[src/rtl/ps2_keyboard_pkg.sv]
// ---------------------------------------------------------------------------
// ps2_keyboard_pkg
// Shared constants and types for the PS/2 keyboard receive path:
//   - scan-code prefixes (break F0, extended E0)
//   - frame geometry (11-bit frame: start, 8 data, parity, stop)
//   - frame receiver FSM state encoding
//   - odd-parity check helper
// ---------------------------------------------------------------------------
package ps2_keyboard_pkg;

   localparam logic [7:0] PS2_BREAK = 8'hF0;
   localparam logic [7:0] PS2_EXT   = 8'hE0;

   localparam int FRAME_LEN = 11;
   // Start, parity and stop surround the payload.
   localparam int DATA_BITS = FRAME_LEN - 3;

   typedef enum logic [1:0] {
      ST_IDLE   = 2'd0,
      ST_SHIFT  = 2'd1,
      ST_PARITY = 2'd2,
      ST_STOP   = 2'd3
   } rx_state_e;

   // PS/2 uses odd parity: data bits plus parity bit hold an odd number of 1s.
   function automatic logic parity_ok(input logic [7:0] data, input logic par);
      return ^{data, par};
   endfunction

endpackage

[src/rtl/ps2_frame_rx.sv]
// ---------------------------------------------------------------------------
// ps2_frame_rx
// Deserialises 11-bit PS/2 device-to-host frames.
// Ports:
//   clk       system clock
//   rst_n     asynchronous active-low reset
//   ps2_clk   raw PS/2 clock (asynchronous)
//   ps2_data  raw PS/2 data (asynchronous)
//   rx_data   last good frame byte
//   rx_valid  one-cycle pulse per good frame
//   frame_err one-cycle pulse on parity/stop error or mid-frame timeout
// ---------------------------------------------------------------------------
module ps2_frame_rx
   import ps2_keyboard_pkg::*;
#(
   parameter int SYNC_STAGES    = 2,
   parameter int TIMEOUT_CYCLES = 200000
) (
   input  logic       clk,
   input  logic       rst_n,
   input  logic       ps2_clk,
   input  logic       ps2_data,
   output logic [7:0] rx_data,
   output logic       rx_valid,
   output logic       frame_err
);

   localparam int              CNT_W    = $clog2(TIMEOUT_CYCLES) + 1;
   localparam logic [CNT_W-1:0] CNT_LAST = CNT_W'(TIMEOUT_CYCLES - 1);
   localparam logic [2:0]       BIT_LAST = 3'(DATA_BITS - 1);

   logic [SYNC_STAGES-1:0] clk_sync_q;
   logic [SYNC_STAGES-1:0] data_sync_q;
   logic                   clk_prev_q;
   logic                   clk_s;
   logic                   data_s;
   logic                   fall;

   rx_state_e              state_q;
   logic [2:0]             bit_cnt_q;
   logic [7:0]             shift_q;
   logic                   par_q;
   logic [CNT_W-1:0]       tmo_q;

   // Synchronisers preset to the idle-high bus level so that releasing
   // reset never produces a phantom falling edge.
   always_ff @(posedge clk or negedge rst_n) begin
      if (!rst_n) begin
         clk_sync_q  <= '1;
         data_sync_q <= '1;
         clk_prev_q  <= 1'b1;
      end else begin
         clk_sync_q  <= {clk_sync_q[SYNC_STAGES-2:0], ps2_clk};
         data_sync_q <= {data_sync_q[SYNC_STAGES-2:0], ps2_data};
         clk_prev_q  <= clk_s;
      end
   end

   assign clk_s  = clk_sync_q[SYNC_STAGES-1];
   assign data_s = data_sync_q[SYNC_STAGES-1];
   assign fall   = clk_prev_q & ~clk_s;

   always_ff @(posedge clk or negedge rst_n) begin
      if (!rst_n) begin
         state_q   <= ST_IDLE;
         bit_cnt_q <= '0;
         shift_q   <= '0;
         par_q     <= 1'b0;
         tmo_q     <= '0;
         rx_data   <= '0;
         rx_valid  <= 1'b0;
         frame_err <= 1'b0;
      end else begin
         rx_valid  <= 1'b0;
         frame_err <= 1'b0;

         if (state_q == ST_IDLE || fall) begin
            tmo_q <= '0;
         end else begin
            tmo_q <= tmo_q + CNT_W'(1);
         end

         // A device edge takes priority over a simultaneous terminal count.
         if (fall) begin
            unique case (state_q)
               ST_IDLE: begin
                  // A high start bit is a spurious edge and is dropped silently.
                  if (!data_s) begin
                     state_q   <= ST_SHIFT;
                     bit_cnt_q <= '0;
                  end
               end
               ST_SHIFT: begin
                  shift_q   <= {data_s, shift_q[7:1]};
                  bit_cnt_q <= bit_cnt_q + 3'd1;
                  if (bit_cnt_q == BIT_LAST) begin
                     state_q <= ST_PARITY;
                  end
               end
               ST_PARITY: begin
                  par_q   <= data_s;
                  state_q <= ST_STOP;
               end
               ST_STOP: begin
                  if (data_s && parity_ok(shift_q, par_q)) begin
                     rx_data  <= shift_q;
                     rx_valid <= 1'b1;
                  end else begin
                     frame_err <= 1'b1;
                  end
                  state_q <= ST_IDLE;
               end
               default: state_q <= ST_IDLE;
            endcase
         end else if (state_q != ST_IDLE && tmo_q == CNT_LAST) begin
            state_q   <= ST_IDLE;
            frame_err <= 1'b1;
         end
      end
   end

endmodule

[src/rtl/ps2_keyboard.sv]
// ---------------------------------------------------------------------------
// ps2_keyboard
// PS/2 keyboard receiver with make/break and extended-prefix decoding into a
// held-key view consumed by the key-mapping parser.
// Ports:
//   clk, rst_n         system clock, asynchronous active-low reset
//   ps2_clk, ps2_data  raw PS/2 lines from the keyboard (inputs only)
//   ps2_byte           scan code of the last pressed key, prefixes stripped
//   ps2_state          1 while ps2_byte is held
//   ps2_ext            1 if ps2_byte was E0-prefixed
//   rx_data            last good raw frame byte (includes F0/E0)
//   rx_valid           one-cycle pulse per good frame
//   frame_err          one-cycle pulse on a bad or timed-out frame
// ---------------------------------------------------------------------------
module ps2_keyboard
   import ps2_keyboard_pkg::*;
#(
   parameter int SYNC_STAGES    = 2,
   parameter int TIMEOUT_CYCLES = 200000
) (
   input  logic       clk,
   input  logic       rst_n,
   input  logic       ps2_clk,
   input  logic       ps2_data,
   output logic [7:0] ps2_byte,
   output logic       ps2_state,
   output logic       ps2_ext,
   output logic [7:0] rx_data,
   output logic       rx_valid,
   output logic       frame_err
);

   logic [7:0] byte_q,     byte_d;
   logic       state_q,    state_d;
   logic       ext_q,      ext_d;
   logic       brk_pend_q, brk_pend_d;
   logic       ext_pend_q, ext_pend_d;

   ps2_frame_rx #(
      .SYNC_STAGES   (SYNC_STAGES),
      .TIMEOUT_CYCLES(TIMEOUT_CYCLES)
   ) u_frame_rx (
      .clk      (clk),
      .rst_n    (rst_n),
      .ps2_clk  (ps2_clk),
      .ps2_data (ps2_data),
      .rx_data  (rx_data),
      .rx_valid (rx_valid),
      .frame_err(frame_err)
   );

   // Error frames never reach here: only rx_valid advances the decoder.
   always_comb begin
      byte_d     = byte_q;
      state_d    = state_q;
      ext_d      = ext_q;
      brk_pend_d = brk_pend_q;
      ext_pend_d = ext_pend_q;
      if (rx_valid) begin
         if (rx_data == PS2_BREAK) begin
            brk_pend_d = 1'b1;
         end else if (rx_data == PS2_EXT) begin
            ext_pend_d = 1'b1;
         end else if (brk_pend_q) begin
            // Releasing a key other than the held one leaves the view alone.
            if (rx_data == byte_q && ext_pend_q == ext_q) begin
               state_d = 1'b0;
            end
            brk_pend_d = 1'b0;
            ext_pend_d = 1'b0;
         end else begin
            // Typematic repeats rewrite identical values, so no glitch.
            byte_d     = rx_data;
            ext_d      = ext_pend_q;
            state_d    = 1'b1;
            ext_pend_d = 1'b0;
         end
      end
   end

   always_ff @(posedge clk or negedge rst_n) begin
      if (!rst_n) begin
         byte_q     <= '0;
         state_q    <= 1'b0;
         ext_q      <= 1'b0;
         brk_pend_q <= 1'b0;
         ext_pend_q <= 1'b0;
      end else begin
         byte_q     <= byte_d;
         state_q    <= state_d;
         ext_q      <= ext_d;
         brk_pend_q <= brk_pend_d;
         ext_pend_q <= ext_pend_d;
      end
   end

   assign ps2_byte  = byte_q;
   assign ps2_state = state_q;
   assign ps2_ext   = ext_q;

endmodule

[config.mk]
export PLATFORM = sky130hd
export DESIGN_NAME = ps2_keyboard
export DESIGN_NICKNAME = d
export VERILOG_FILES = /design/src/rtl/ps2_keyboard_pkg.sv /design/src/rtl/ps2_frame_rx.sv /design/src/rtl/ps2_keyboard.sv
export SDC_FILE = /design/constraint.sdc
export NUM_CORES = 1
export LEC_CHECK = 0
export CORE_ASPECT_RATIO = 1.5
export CORE_MARGIN = 1
export CORE_UTILIZATION = 40
export CTS_CLUSTER_SIZE = 16
export DETAILED_ROUTE_END_ITERATION = 8
export SETUP_SLACK_MARGIN = 0.15
export SYNTH_ARGS = -nofsm -noshare
export SYNTH_HDL_FRONTEND = slang
export SYNTH_SLANG_ARGS = --single-unit
[constraint.sdc]
create_clock -name clk -period 1.8 [get_ports clk]
set_clock_uncertainty 0.2 [all_clocks]
set_input_delay 0.54 -clock clk [delete_from_list [all_inputs] [get_ports clk]]
set_output_delay 0.54 -clock clk [all_outputs]
set_load 0.05 [all_outputs]
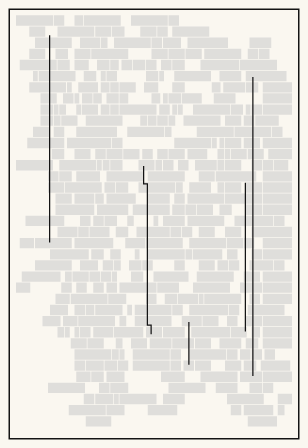
**Above:** run 1 (the metal 4 layer).
share of all routed wire: 2.9%
longest straight run: 72.8 um
nets with wire on the layer: 5
main direction: vertical

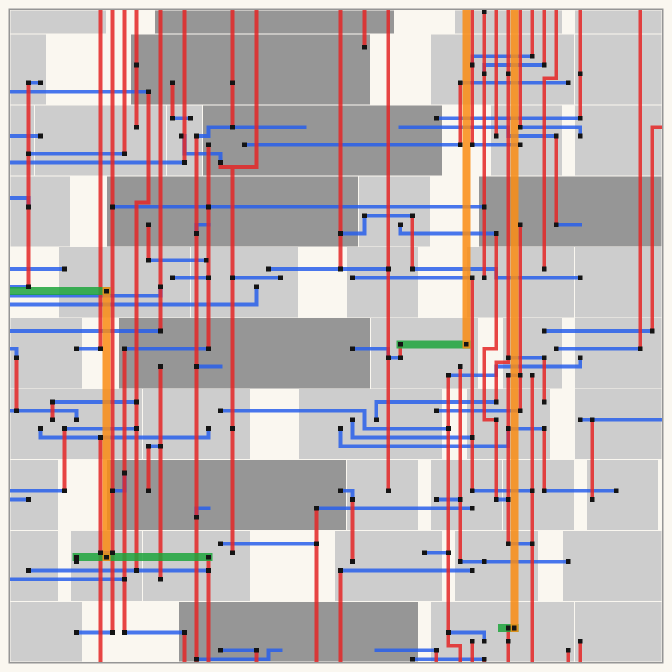
**Above:** run 1 (zoomed window).
Region (40, 14) to (65, 39) um. Cells in grey, sequential cells in the stronger grey; small squares are vias.
| layer | colour |
|---|---|
| met4 | orange |
| met2 | red |
| met1 | blue |
| met3 | green |
sequential cells in the window: 7
netlist names of flops here include: ps2_byte (3), u_frame_rx.rx_data (3)
most frequent: buf_4 (11), mux2_4 (5), dfrtp_1 (5)
cells with their middle in the window: 36

==> run notes, run 1 <==
Observations from the implementation run.

Pwr:
- The run puts the power dissipated by switching net loads at 1.47 mW.
- The run gives the switching share of total power as 0.317.
- The run gives the portion of total power attributed to sequential cells as 0.340.
- The run puts the power density over the cells at about 960 nW/um2.
- The run gives the power dissipated in the clock network as ~1.2 mW.
- The run gives the power share of the clock group as 0.258.
- The run puts the internal power component at approximately 3.2 mW.

GRT:
- Entering global routing, the biggest net connects about 61 pins.
- The run puts the via count of the first global-routing pass at 2,353.
- The first global-routing pass estimated between 10,000 and 15,000 um of wire.

Setup path:
- The run puts the arrival time at the worst endpoint at between 2 and 2.5 ns.
- The run gives the capturing point of the worst reg2reg path as u_frame_rx.rx_data[6]$_DFFE_PN0P_.
- The run gives the reg-to-reg startpoint as u_frame_rx.shift_q[3]$_DFFE_PN0P_.
- STA classifies the critical path startpoint as a register.

Yosys:
- The run gives the synthesized area per cell as about 12 um2.
- The synthesis report lists the Yosys warning total as 0.

Placed design:
- The run gives the placed wire-length estimate after detailed placement as approximately 4100 um.

Floorplan:
- The run puts the die height at about 100 um.
- The initial utilization of the core area, before any placement, comes to 0.412.
- The run puts the number of core rows at 37.
- In this run the count of I/O pins placed on the die edge is 24.
- The run puts the area of the core at 6810 um2.
- The run puts the chip footprint at between 7000 and 8000 um2.

Timing:
- The run gives the total negative slack for setup checks as -2.25 ns.
- The run puts the slew at the pin with the worst max-slew slack at roughly 0.32 ns.
- The routed design could run at a clock period as short as approximately 2.1 ns.
- The run puts the final count of hold timing violations at 0.
- The run gives the final max-slew violation count as 0.
- The run gives the final number of setup-violating endpoints as 12.
- The run puts the share of the clock period used by the worst path at 1.15.
- The run puts the post-route worst setup slack at -0.267 ns.
- The run puts the highest clock rate at 484 MHz.
- The run puts the normalized max-slew margin at 0.788.

Clock network:
- The run gives the worst-skew pair later-pin latency as approximately 0.34 ns.
- TritonCTS built the clock tree.

Layout:
- The run gives the area taken by flip-flops and latches as 1510 um2.
- The run puts the share of cells above drive strength 1 at 0.614.
- The run gives the layout-stage area growth over the synthesis result as 72.8%.

Outcome:
- The final reports fail on negative setup slack.
- The flow ran to the end, but the final reports show violations.

Route:
- Wires add up to between 7000 and 8000 um.
- The run puts the first-pass iteration count of the detailed router at 6.
- The run gives the detailed router's first-iteration violation count as around 99.

Worst hold path:
- Hold analysis shows the worst path with a depth of 0.
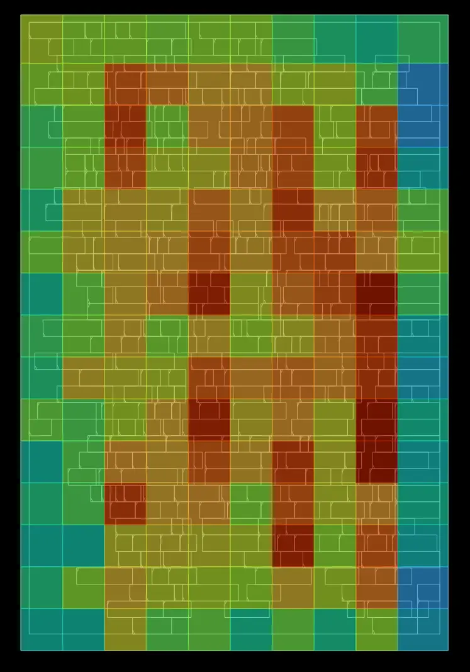
**Above:** run 1 (routing congestion map).
Routed wire per std cell: 16.4 um
global-route track usage on met3: 0.0540
final cell utilization of the core: 0.712

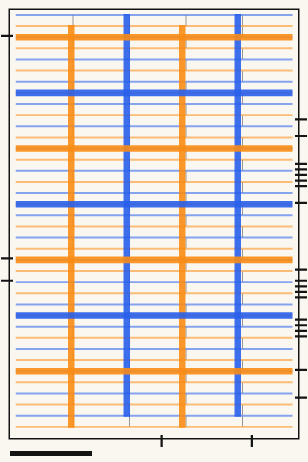
**Above:** run 1 (supply network).
The bar under the picture is 20 um long. Pins as bars on the die edge. Tap cells in grey.
| net | colour |
|---|---|
| VDD | blue |
| VSS | orange |
met5 straps: 7
rows: 37
met4 straps: 4

## run 1: state kept, by name, summed over array words and instances, names as in the netlist, 2 cells and up
name and cells:
ps2_byte 8, u_frame_rx.bit_cnt_q 3, u_frame_rx.state_q 2, u_frame_rx.shift_q 8
u_frame_rx.data_sync_q 2, u_frame_rx.rx_data 8, u_frame_rx.tmo_q 19, u_frame_rx.clk_sync_q 2
## run 1: how the worst max path moves through the flow
stage	depth (start not counted)	slack (ns)	endpoint
after CTS	5	-0.23	u_frame_rx.rx_data[6]$_DFFE_PN0P_
after floorplan	4	-0.19	u_frame_rx.rx_data[4]$_DFFE_PN0P_
after detailed placement	5	-0.24	u_frame_rx.rx_data[1]$_DFFE_PN0P_
after global routing	5	-0.35	u_frame_rx.rx_data[0]$_DFFE_PN0P_
final	5	-0.27	u_frame_rx.rx_data[6]$_DFFE_PN0P_
after global placement	5	-0.19	u_frame_rx.rx_data[5]$_DFFE_PN0P_
## run 1: what timing repair did
item / CTS / global route
endpoints found under the setup margin: 70 / 69
pin swaps: 11 / 32
buffers inserted: 26 / 12
hold buffers: 1 / 0
hold endpoints to repair: 1 / 0
gates cloned: 2 / 3
resized: 51 / 71
## run 1: through the flow
stage / area (um2) / total power [mW] / hold slack, ns / std cells
6_report: 4850 / 4.65 / 0.152 / 441
3_3_place_gp: 3750 / 2.75 / 0.147 / 382
3_5_place_dp: 3750 / 2.78 / 0.147 / 382
2_1_floorplan: 2890 / 2.33 / 0.0444 / 239
4_1_cts: 4390 / 4.16 / 0.158 / 426
5_1_grt: 4850 / 4.86 / 0.162 / 441
## run 1: critical path, stage by stage (launching register included)
cell and delay, ns:
dfrtp_1 0.40, xnor2_1 0.18, xnor3_2 0.49, mux2i_4 0.21, buf_12 0.15, mux2_2 0.32
## run 1: layout by cell type, fill, tap and decap left out, types with 5 or more instances in the layout
cell type	count
inv_1	7
buf_6	19
mux2_2	7
nor2_4	13
nand4_1	6
o21ai_0	6
dfstp_2	5
nand2_1	12
a21oi_1	5
dfrtp_1	51
buf_12	23
a21oi_2	8
mux2_4	17
xor2_1	5
clkbuf_8	10
ha_1	5
xnor2_1	10
buf_4	62
## run 1: cell type report
cell class,instances,share of cell area
Clock buffer,10,0.0284
Clock inverter,5,0.0108
Inverter,10,0.00852
Multi-Input combinational cell,167,0.362
Sequential cell,60,0.312
Tap cell,78,0.0201
Timing Repair Buffer,111,0.258
## run 1: kinds of logic after synthesis
family / after synthesis / share of synthesized area
AND-OR/OR-AND: 37 / 0.0798
XOR/XNOR: 24 / 0.0861
adder cells (fa/ha/maj): 8 / 0.0357
buffers and inverters: 14 / 0.0192
flip-flops: 60 / 0.537
multiplexers: 27 / 0.112
AND/OR/NAND/NOR: 69 / 0.130
## run 1: metal layers
| layer | up-vias | share of wire | GRT usage |
|---|---|---|---|
| met5 | - | 0 | 0 |
| met4 | 0 | 0.029 | 0.111 |
| met3 | 14 | 0.028 | 0.0540 |
| met2 | 49 | 0.57 | 0.360 |
| met1 | 1134 | 0.37 | 0.192 |
| li1 | 1096 | - | - |
==> run 1 -> run 2 <==
--- a/config.mk
+++ b/config.mk
@@ -10,7 +10,7 @@
 export CORE_UTILIZATION = 40
 export CTS_CLUSTER_SIZE = 16
 export DETAILED_ROUTE_END_ITERATION = 8
-export SETUP_SLACK_MARGIN = 0.15
 export SYNTH_ARGS = -nofsm -noshare
 export SYNTH_HDL_FRONTEND = slang
 export SYNTH_SLANG_ARGS = --single-unit
+export TNS_END_PERCENT = 20
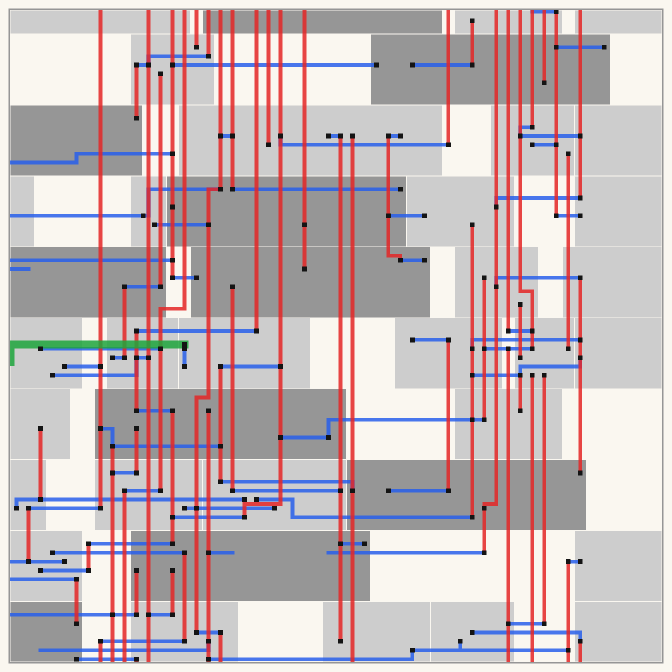
**Above:** run 2 (zoomed window).
Region (40, 14) to (65, 39) um. Cells in grey, sequential cells in the stronger grey; small squares are vias.
| layer | colour |
|---|---|
| met1 | blue |
| met3 | green |
| met2 | red |
most frequent: dfrtp_1 (7), mux2_2 (5), xnor2_1 (4)
netlist names of flops here include: u_frame_rx.rx_data (3), ps2_byte (2), u_frame_rx.shift_q (2)
cells with their middle in the window: 28
sequential cells in the window: 8

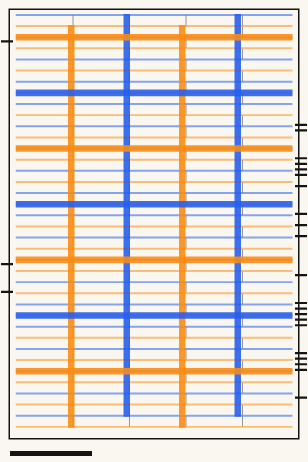
**Above:** run 2 (supply network).
The bar under the picture is 20 um long. Pins as bars on the die edge. Tap cells in grey.
| net | colour |
|---|---|
| VDD | blue |
| VSS | orange |
met5 straps: 7
met4 straps: 4

==> run 2 against run 1 <==
Net effect: the run still ends with negative setup slack left; combinational power fell by 37%; fmax increased by 2.5%; global-route usage fell by 2.2 points; sequential cell count stayed put; count of clock-buffer cells in the layout is 5 higher; final area down 16%; area after synthesis did not move; sequential share of layout area is 6.0 points higher; critical path type unchanged; critical endpoint is now u_frame_rx.rx_data[4]$_DFFE_PN0P_; largest cell class is now registers; largest power group is now sequential cells.
==> run notes, run 2 <==
Observations from the implementation run.

Floorplan:
- The run gives the number of top-level pins as 24 (unchanged).
- The run gives the die height as 105 um (unchanged).

Layout:
- The run puts the end-of-flow core utilization at 0.596 (-0.117).
- The run gives the largest register by flop count as u_frame_rx.tmo_q.
- The area taken by flip-flops and latches is 1510 um2 (-0.25%).

Timing:
- The final max-slew violation count was 0 (unchanged).
- The run puts the post-route worst setup slack at -0.217 ns (+0.0495 ns).
- The run gives the final count of hold timing violations as 0 (unchanged).
- The run puts the final number of setup-violating endpoints at 12 (unchanged).
- The run puts the total negative slack for setup checks at -1.72 ns (+0.531 ns).
- The highest clock rate was 496 MHz (+2.5%).
- The post-layout minimum cycle time was 2.02 ns (-0.0495 ns).

Clock network:
- TritonCTS built the clock tree.

Outcome:
- The flow ran to the end, but the final reports show violations.
- The final reports fail on negative setup slack.

Setup path:
- In this run the critical register-to-register path is captured at u_frame_rx.rx_data[4]$_DFFE_PN0P_.
- The arrival time at the worst endpoint came to 2.05 ns (-0.04 ns).

Route:
- The run puts the detailed router's first-iteration violation count at 78 (-21%).
- The run gives the first-pass iteration count of the detailed router as 4 (-2).

GRT:
- The via count of the first global-routing pass came to 2,052 (-13%).
- The run puts the largest net degree at the start of global routing at 28 (-54%).

Pwr:
- The run puts the power share of the clock group at 0.288 (+0.030).
- The run puts the power density over the cells at 955 nW/um2 (-0.35%).

Yosys:
- The run gives the count of synthesis-stage warnings from yosys as 0 (unchanged).
-- run 2: cell types whose count changed in the layout (fill, tap and decap cells not counted), moves of 7 or more --
| cell | previous run | this run |
|---|---|---|
| mux2_2 | 7 | 22 |
| mux2_4 | 17 | 2 |
| a21oi_1 | 5 | 12 |
| nor2_4 | 13 | 0 |
| buf_4 | 62 | 40 |
| nor2_1 | 3 | 15 |
| buf_6 | 19 | 8 |
| a21oi_2 | 8 | 1 |
-- run 2: how the worst min path moves through the flow --
stage,end,slack (ns),cells after the start
2_1_floorplan,brk_pend_q$_DFFE_PN0P_,0.04,0
3_5_place_dp,u_frame_rx.clk_sync_q[1]$_DFF_PN1_,0.15,0
4_1_cts,u_frame_rx.clk_sync_q[1]$_DFF_PN1_,0.16,0
5_1_grt,u_frame_rx.clk_sync_q[1]$_DFF_PN1_,0.16,0
3_3_place_gp,u_frame_rx.data_sync_q[1]$_DFF_PN1_,0.15,0
6_report,u_frame_rx.clk_sync_q[1]$_DFF_PN1_,0.15,0
-- run 2: power groups by stage --
stage	clock (mW)	combinational, mW	sequential, mW
floorplan	0	0.642	1.61
global placement	0	1.11	1.59
detailed placement	0	1.12	1.60
CTS	1.15	1.13	1.58
global route	1.20	1.31	1.59
finish	1.12	1.18	1.58
-- run 2: logic make-up (layout without fill, tap and decap cells) --
group                      count (synthesis)  count (layout)  synth area share
and+or+nand+nor                           69              69             0.130
DFF                                       60              60             0.537
AOI/OAI and AO/OA                         37              37            0.0798
muxes                                     27              27             0.112
xor gates and xnor gates                  24              24            0.0861
buffers and inverters                     14             101            0.0192
adders and majority gates                  8               8            0.0357
-- run 2: cell type report --
type | count | area share
sequential | 60 | 0.372
multi-input combinational | 165 | 0.331
timing repair buffer | 75 | 0.218
clock buffer | 15 | 0.0435
tap | 78 | 0.0241
inverter | 10 | 0.00926
clock inverter | 1 | 0.00123
-- run 2: metal layers --
layer / global-route usage / vias to the layer above / part of all wire
met5: 0 / - / 0
li1: - / 1019 / -
met4: 0.116 / 0 / 0.028
met1: 0.182 / 1014 / 0.39
met3: 0.0530 / 13 / 0.031
met2: 0.297 / 39 / 0.55
-- run 2: worst max-delay path: stages (launching register included) --
cell and delay (ns):
dfrtp_1 0.39, xnor2_1 0.16, xnor3_2 0.47, mux2i_4 0.20, buf_12 0.15, mux2_2 0.32
-- run 2: repair_timing --
| item | 4_1_cts | 5_1_grt |
|---|---|---|
| cloned | 0 | 0 |
| pin swaps | 3 | 2 |
| resized | 13 | 18 |
| hold endpoints to repair | 12 | 0 |
| setup endpoints to repair | 25 | 50 |
| setup buffers | 0 | 0 |
| hold buffers | 1 | 0 |
-- run 2: through the flow --
step	total power, mW	worst slack, ns	instance area [um2]	std cells
2_1_floorplan	2.25	-0.193	2820	239
3_3_place_gp	2.70	-0.211	3740	387
3_5_place_dp	2.72	-0.235	3740	387
4_1_cts	3.86	-0.220	3980	404
5_1_grt	4.10	-0.266	4060	404
6_report	3.87	-0.217	4060	404
Power is estimated from default activity; no workload was simulated.
